$ cat src/rtl/tcs_init_sequencer_pkg.sv
// Shared constants, state codes and the write-command payload for the
// TCS3472 power-up register-write sequencer.
package tcs_pkg;

    localparam logic [6:0] DEV_ADDR_DEFAULT = 7'h29;

    localparam logic [7:0] REG_ENABLE  = 8'h00;
    localparam logic [7:0] REG_ATIME   = 8'h01;
    localparam logic [7:0] REG_CONTROL = 8'h0F;
    localparam logic [7:0] CMD_BIT     = 8'h80;
    localparam logic [7:0] EN_PON      = 8'h01;
    localparam logic [7:0] EN_AEN      = 8'h02;

    localparam int unsigned STATE_W = 3;
    typedef logic [STATE_W-1:0] state_t;

    localparam state_t ST_PWRUP_WAIT = 3'd0;
    localparam state_t ST_LOAD       = 3'd1;
    localparam state_t ST_REQ        = 3'd2;
    localparam state_t ST_WAIT_DONE  = 3'd3;
    localparam state_t ST_WAIT_IDLE  = 3'd4;
    localparam state_t ST_PON_WAIT   = 3'd5;
    localparam state_t ST_READY      = 3'd6;
    localparam state_t ST_ERROR      = 3'd7;

    // One register write as handed to the I2C write master.
    typedef struct packed {
        logic [7:0] reg_addr;
        logic [7:0] data;
    } wr_cmd_t;

    // TCS3472 command byte: command bit set, register address in the low bits.
    function automatic logic [7:0] cmd_byte(input logic [7:0] reg_addr);
        return CMD_BIT | reg_addr;
    endfunction

    function automatic int unsigned max3(input int unsigned a,
                                         input int unsigned b,
                                         input int unsigned c);
        int unsigned m;
        m = (a > b) ? a : b;
        return (m > c) ? m : c;
    endfunction

endpackage

$ cat src/rtl/tcs_init_sequencer_rom.sv
// Fixed four-step sensor bring-up script: step index to {command byte, data}.
module tcs_init_rom
    import tcs_pkg::*;
#(
    parameter logic [7:0] ATIME_VAL = 8'hF6,
    parameter logic [7:0] GAIN_VAL  = 8'h01
) (
    input  logic [1:0] step_idx_i,
    output wr_cmd_t    cmd_c_o
);

    always_comb begin
        cmd_c_o = '0;
        case (step_idx_i)
            2'd0: begin
                cmd_c_o.reg_addr = cmd_byte(REG_ATIME);
                cmd_c_o.data     = ATIME_VAL;
            end
            2'd1: begin
                cmd_c_o.reg_addr = cmd_byte(REG_CONTROL);
                cmd_c_o.data     = GAIN_VAL;
            end
            2'd2: begin
                cmd_c_o.reg_addr = cmd_byte(REG_ENABLE);
                cmd_c_o.data     = EN_PON;
            end
            2'd3: begin
                cmd_c_o.reg_addr = cmd_byte(REG_ENABLE);
                cmd_c_o.data     = EN_PON | EN_AEN;
            end
            default: cmd_c_o = '0;
        endcase
    end

endmodule

$ cat src/rtl/tcs_init_sequencer.sv
// Brings the TCS3472 colour sensor out of power-up by driving the I2C write
// master through a fixed register script, then flags ready or a stalled write.
module tcs_init_sequencer
    import tcs_pkg::*;
#(
    parameter logic [6:0]  DEV_ADDR       = DEV_ADDR_DEFAULT,
    parameter logic [7:0]  ATIME_VAL      = 8'hF6,
    parameter logic [7:0]  GAIN_VAL       = 8'h01,
    parameter int unsigned PWRUP_CYCLES   = 250000,
    parameter int unsigned PON_CYCLES     = 75000,
    parameter int unsigned TIMEOUT_CYCLES = 100000
) (
    input  logic       clk,
    input  logic       rst,
    input  logic       init_req,
    output logic       wr_start,
    output logic [6:0] wr_dev_addr,
    output logic [7:0] wr_reg_addr,
    output logic [7:0] wr_data,
    input  logic       wr_busy,
    input  logic       wr_done,
    output logic       init_done,
    output logic       init_error,
    output logic [1:0] step_idx
);

    localparam int unsigned CNT_MAX = max3(PWRUP_CYCLES, PON_CYCLES, TIMEOUT_CYCLES);
    localparam int unsigned CNT_W   = $clog2(CNT_MAX) + 1;

    localparam logic [CNT_W-1:0] PWRUP_LAST = CNT_W'(PWRUP_CYCLES - 1);
    localparam logic [CNT_W-1:0] PON_LAST   = CNT_W'(PON_CYCLES - 1);
    localparam logic [CNT_W-1:0] TMO_LAST   = CNT_W'(TIMEOUT_CYCLES - 1);
    localparam logic [CNT_W-1:0] CNT_ONE    = CNT_W'(1);

    state_t           state_q, state_d;
    logic [1:0]       step_q, step_d;
    logic [CNT_W-1:0] dly_q, dly_d;
    logic [CNT_W-1:0] tmo_q, tmo_d;
    logic             start_q, start_d;
    logic [6:0]       dev_q, dev_d;
    logic [7:0]       reg_addr_q, reg_addr_d;
    logic [7:0]       data_q, data_d;
    logic             done_q, done_d;
    logic             error_q, error_d;

    wr_cmd_t rom_cmd_c;
    logic    step_active_c;
    logic    tmo_expired_c;

    tcs_init_rom #(
        .ATIME_VAL (ATIME_VAL),
        .GAIN_VAL  (GAIN_VAL)
    ) u_rom (
        .step_idx_i (step_q),
        .cmd_c_o    (rom_cmd_c)
    );

    // One timeout budget spans every phase of a single write step.
    assign step_active_c = (state_q == ST_LOAD)      || (state_q == ST_REQ) ||
                           (state_q == ST_WAIT_DONE) || (state_q == ST_WAIT_IDLE);
    assign tmo_expired_c = step_active_c && (tmo_q == TMO_LAST);

    always_comb begin
        state_d    = state_q;
        step_d     = step_q;
        dly_d      = dly_q;
        tmo_d      = tmo_q;
        start_d    = start_q;
        dev_d      = DEV_ADDR;
        reg_addr_d = reg_addr_q;
        data_d     = data_q;
        done_d     = done_q;
        error_d    = error_q;

        if (step_active_c) begin
            tmo_d = tmo_q + CNT_ONE;
        end

        case (state_q)
            ST_PWRUP_WAIT: begin
                if (dly_q == PWRUP_LAST) begin
                    state_d = ST_LOAD;
                    dly_d   = '0;
                    tmo_d   = '0;
                end else begin
                    dly_d = dly_q + CNT_ONE;
                end
            end
            // A stale transaction keeps busy high; hold off the start until it clears.
            ST_LOAD: begin
                reg_addr_d = rom_cmd_c.reg_addr;
                data_d     = rom_cmd_c.data;
                if (!wr_busy) begin
                    state_d = ST_REQ;
                    start_d = 1'b1;
                end
            end
            ST_REQ: begin
                if (wr_busy) begin
                    state_d = ST_WAIT_DONE;
                    start_d = 1'b0;
                end
            end
            ST_WAIT_DONE: begin
                if (wr_done) begin
                    state_d = ST_WAIT_IDLE;
                end
            end
            ST_WAIT_IDLE: begin
                if (!wr_busy) begin
                    if (step_q == 2'd2) begin
                        state_d = ST_PON_WAIT;
                        dly_d   = '0;
                    end else if (step_q == 2'd3) begin
                        state_d = ST_READY;
                        done_d  = 1'b1;
                    end else begin
                        state_d = ST_LOAD;
                        step_d  = step_q + 2'd1;
                        tmo_d   = '0;
                    end
                end
            end
            // Oscillator settling after PON before integration may be enabled.
            ST_PON_WAIT: begin
                if (dly_q == PON_LAST) begin
                    state_d = ST_LOAD;
                    step_d  = 2'd3;
                    dly_d   = '0;
                    tmo_d   = '0;
                end else begin
                    dly_d = dly_q + CNT_ONE;
                end
            end
            ST_READY: begin
                if (init_req) begin
                    state_d = ST_LOAD;
                    done_d  = 1'b0;
                    step_d  = 2'd0;
                    tmo_d   = '0;
                end
            end
            ST_ERROR: begin
                start_d = 1'b0;
                if (init_req) begin
                    state_d = ST_LOAD;
                    error_d = 1'b0;
                    step_d  = 2'd0;
                    tmo_d   = '0;
                end
            end
            default: begin
                state_d = ST_PWRUP_WAIT;
            end
        endcase

        // Stalled step: abandon it and keep step_idx pointing at the culprit.
        if (tmo_expired_c) begin
            state_d = ST_ERROR;
            step_d  = step_q;
            start_d = 1'b0;
            error_d = 1'b1;
        end
    end

    always_ff @(posedge clk) begin
        if (rst) begin
            state_q    <= ST_PWRUP_WAIT;
            step_q     <= 2'd0;
            dly_q      <= '0;
            tmo_q      <= '0;
            start_q    <= 1'b0;
            dev_q      <= DEV_ADDR;
            reg_addr_q <= 8'h00;
            data_q     <= 8'h00;
            done_q     <= 1'b0;
            error_q    <= 1'b0;
        end else begin
            state_q    <= state_d;
            step_q     <= step_d;
            dly_q      <= dly_d;
            tmo_q      <= tmo_d;
            start_q    <= start_d;
            dev_q      <= dev_d;
            reg_addr_q <= reg_addr_d;
            data_q     <= data_d;
            done_q     <= done_d;
            error_q    <= error_d;
        end
    end

    assign wr_start    = start_q;
    assign wr_dev_addr = dev_q;
    assign wr_reg_addr = reg_addr_q;
    assign wr_data     = data_q;
    assign init_done   = done_q;
    assign init_error  = error_q;
    assign step_idx    = step_q;

endmodule

$ cat config.mk
export PLATFORM = sky130hd
export DESIGN_NAME = tcs_init_sequencer
export DESIGN_NICKNAME = d
export VERILOG_FILES = /design/src/rtl/tcs_init_sequencer_pkg.sv /design/src/rtl/tcs_init_sequencer_rom.sv /design/src/rtl/tcs_init_sequencer.sv
export SDC_FILE = /design/constraint.sdc
export NUM_CORES = 1
export LEC_CHECK = 0
export CAP_MARGIN = 20
export CORE_AREA = 2 2 95 97
export DETAILED_ROUTE_END_ITERATION = 10
export DIE_AREA = 0 0 97 99
export GPL_TIMING_DRIVEN = 0
export HOLD_SLACK_MARGIN = 0.06
export PLACE_DENSITY = 0.66
export SETUP_SLACK_MARGIN = 0.02
export SLEW_MARGIN = 30
export SYNTH_ARGS = -nofsm -noshare
export SYNTH_HDL_FRONTEND = slang
export SYNTH_HIERARCHICAL = 1
export SYNTH_SLANG_ARGS = --single-unit
$ cat constraint.sdc
create_clock -name clk -period 2.9 [get_ports clk]
set_input_delay 0.435 -clock clk [delete_from_list [all_inputs] [get_ports clk]]
set_output_delay 0.435 -clock clk [all_outputs]
set_load 0.01 [all_outputs]
**Run 1: gate families picked out**

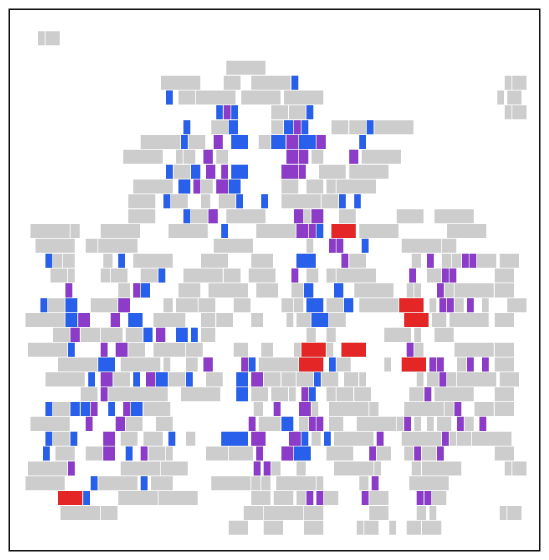
- blue: NOR gates (cells 76)
- red: adder and majority cells (cells 8)
- purple: NAND gates (cells 91)
non-filler cells, final: 559
most numerous logic cell after layout: dfxtp_1

**Run 1: the metal 3 layer**

Scale bar: 20 µm. Cells faint in the background.
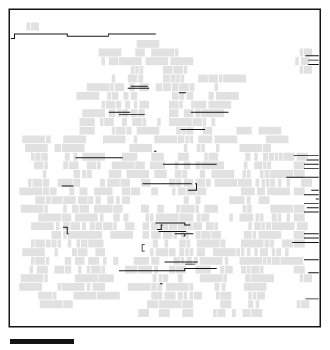
- wire length on this layer: 316 µm
- longest straight run: 20.5 µm
- nets with wire on the layer: 38
- main direction: horizontal
- share of all routed wire: 4.6%
Via Count: 2823
met3 Usage GRT: 4.26%
DRT Wirelength: 6.89 mm

==> run_results.csv, run 1 <==
group,metric,value,unit
power,powerSeq,0.940,mW
outcome,outcome,"finished clean",
route,drt-met1-wl,3.23,mm
final_layout,nonClkBufAreaFrac,12.5,%
timing,max-slew-margin-rel,54.6,%
timing,slew_viol_final,0,
logic_synthesis,edf_count,0,
power,peakVddDrop,0.281,mV
final_layout,seq_area_share,31.6,%
logic_synthesis,synth_xor_xnor_area_share,8.95,%
logic_synthesis,ys_sh_simple,29.3,%
flow_run,maxCapViolCount,0,
floorplanning,taps,108,
power,sw_frac_of_total,27.1,%
global_route,grt_pass1_vias,2568,
critical_path,slowest_stage,"dfxtp_1",
critical_path,r2r-start,"step_idx[0]$_SDFFE_PP0P_",
power,p_sw,0.556,mW
floorplanning,io_pins,33,
critical_path,worst_ep_required_time,3110,ps
final_layout,fin_nets,459,
logic_synthesis,yosys-top-cells-area,"dfxtp_1 37%, nand2_1 6.8%, xnor2_1 6.1%",
logic_synthesis,netlist_area,3330,µm²
final_layout,comb_area,1820,µm²
logic_synthesis,synthTopCellsByCount,"62 x dfxtp_1, 60 x nand2_1, 45 x nor2_1, 25 x a21oi_1, 23 x xnor2_1",
power,share_comb_of_total_power,16.8,%
timing,worst_pin_slew,680,ps
timing,hold_viol_final,0,
worst_hold_path,worstHoldPathType,"reg -> reg",
power,comb-power,0.346,mW
global_route,grt_pass1_wl,11.8,mm
global_route,grt_usage,14.7,%
power,power.density,522,nW/µm²
timing,finalWorstSetupSlack,509,ps
final_layout,drive_gt1_share,11.8,%
critical_path,critPathMaxStageDelay,400,ps
**Run 1: clock routing**

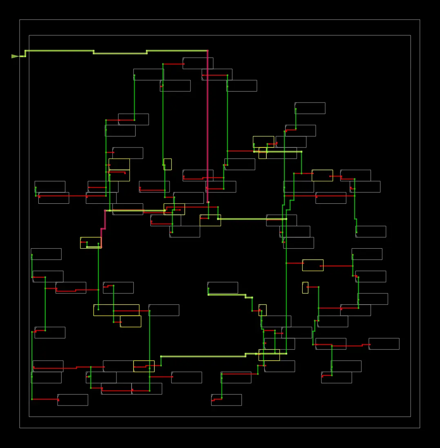
Num CTS Buffers: 9
P_clk: 0.766 mW
insertion delay to the later sink of the worst-skew pair: 340 ps
skew final: 5.76 ps

-- run 1: worst register-to-register path, stage by stage (launching register included) --
cell      delay [ps]
dfxtp_1          400
inv_1             90
ha_1             200
nand2b_1         100
a2111o_1         400
buf_2            190
or3_4            400
o41ai_2          360
a21oi_1          110
-- run 1: per-stage QoR --
step	area (µm²)	hold slack [ps]	total power, mW	instances
global route	3930	484	2.16	559
global placement	3730	443	1.29	543
detailed placement	3730	447	1.30	543
CTS	3930	457	2.08	559
floorplan	3360	452	1.19	411
finish	3930	455	2.05	559
-- run 1: state kept, by name, summed over array words and instances (netlist names) --
register / count
init_error: 1
state_q: 3
tmo_q: 19
wr_start: 1
wr_data: 8
dly_q: 19
step_idx: 2
init_done: 1
wr_reg_addr: 8
**Run 1: signal wires on met1**

Supply wires on this layer in grey.
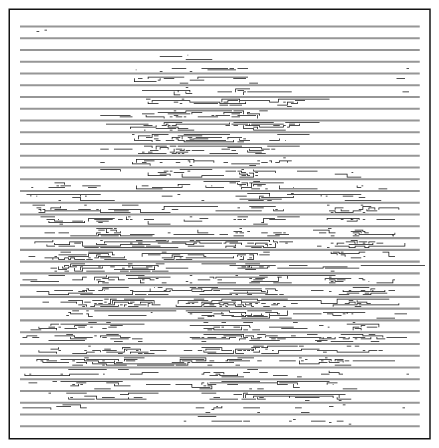

==> run 2: changes to the inputs <==
Clock period 2.9 ns to 2.3 ns, I/O delays scaled along.
**Run 2: signal wires on met1**

Supply wires on this layer in grey.
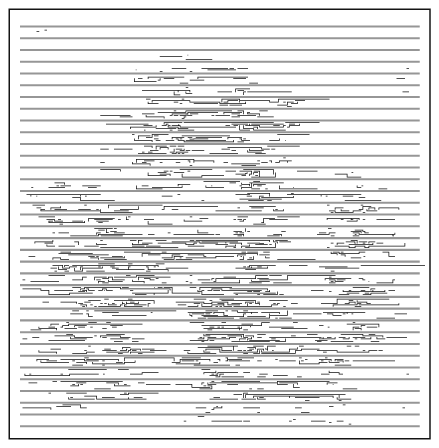
- share of all routed wire: 46%
- longest straight run: 26.7 µm
M1 GR Usage: 18.3%
DRT Wirelength: 6.87 mm
Via Count: 2818

**Run 2: clock routing**

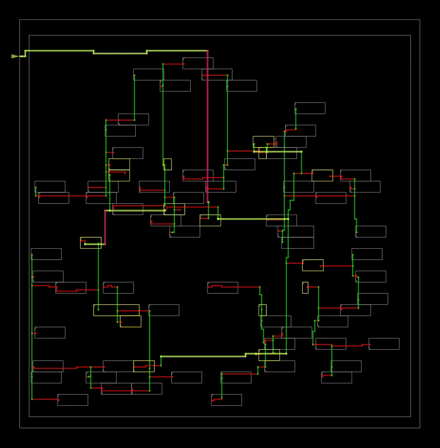
TritonCTS Sinks: 62
FF+latch count: 62
# clk buffers: 12
skew final: 5.14 ps

==> run_results.csv, run 2 <==
group,metric,value,unit
floorplanning,taps,108,
critical_path,r2r-start,"step_idx[0]$_SDFFE_PP0P_",
power,share_comb_of_total_power,17.1,%
placed_design,dp_hpwl,4.95,mm
route,dr_wl_met2,3.31,mm
global_route,grt_start_max_net_pins,11,
global_route,use_met3,4.26,%
power,p_sw,0.700,mW
critical_path,r2r_slack,110,ps
route,first_pass_iters,4,
power,sw_frac_of_total,27.0,%
placed_design,place_inst,543,
worst_hold_path,worstHoldPathType,"reg -> reg",
final_layout,top_regs,"dly_q x19, tmo_q x19",
logic_synthesis,edf_count,0,
route,drt-met1-wl,3.16,mm
timing,hold_viol_final,0,
final_layout,fin_nets,459,
cts,worstSkewPairLatency,340,ps
critical_path,critPathMaxStageDelay,420,ps
logic_synthesis,netlist_area,3330,µm²
global_route,grt_pass1_vias,2568,
logic_synthesis,synthAoiAreaFrac,11.6,%
power,peakVddDrop,0.355,mV
power,total_power,2.59,mW
logic_synthesis,ys_cells,403,
critical_path,slowest_stage,"a2111o_1",
outcome,outcome,"finished clean",
critical_path,path_depth,8,
timing,max-slew-margin-rel,65.3,%
floorplanning,io_pins,33,
flow_run,maxCapViolCount,0,
global_route,grt_pass1_wl,11.8,mm
critical_path,worstPathMaxFanout,10,
timing,fin_crit,2190,ps
timing,worst_pin_slew,520,ps
global_route,grt_usage,14.7,%
logic_synthesis,ys_sh_simple,29.3,%
timing,slew_viol_final,0,
power,p_clk_share,37.2,%
logic_synthesis,synth_xor_xnor_area_share,8.95,%
critical_path,worst_ep_required_time,2510,ps
final_layout,seq_area_share,31.6,%
global_route,grt-busiest-layer,"met2",
cts,cts_buffers,9,
final_layout,nonClkBufAreaFrac,12.5,%
power,power.density,656,nW/µm²
final_layout,comb_area,1830,µm²
final_layout,drive_gt1_share,12.4,%
final_layout,final_cells,559,
**Run 2: the metal 3 layer**

Scale bar: 20 µm. Cells faint in the background.
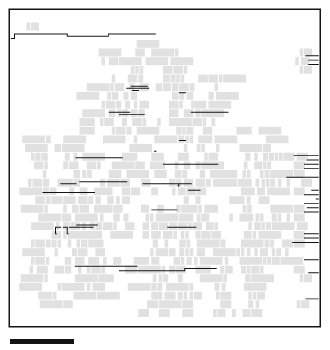
- share of all routed wire: 5.1%
- nets with wire on the layer: 39
- longest straight run: 20.5 µm

-- run 2: cell counts in the layout (fill, tap and decap cells not counted) --
No cell type changed its count.
-- run 2: power by group through the flow --
stage | Sequential (mW) | Combinational, mW | Clock (mW)
final | 1.18 | 0.443 | 0.963
after CTS | 1.18 | 0.440 | 1.00
after global placement | 1.21 | 0.425 | 0
after global routing | 1.19 | 0.491 | 1.05
after floorplan | 1.21 | 0.290 | 0
after detailed placement | 1.21 | 0.435 | 0
-- run 2: stage by stage --
stage / setup TNS (ps) / worst slack (ps) / area [µm²]
2_1_floorplan: 0 / 114 / 3360
3_3_place_gp: -1500 / -289 / 3730
3_5_place_dp: -1550 / -314 / 3730
4_1_cts: -4.45 / -4.45 / 3940
5_1_grt: 0 / 12.8 / 3950
6_report: 0 / 106 / 3950
Power figures rest on the tool's default switching activity, not on a simulated workload.
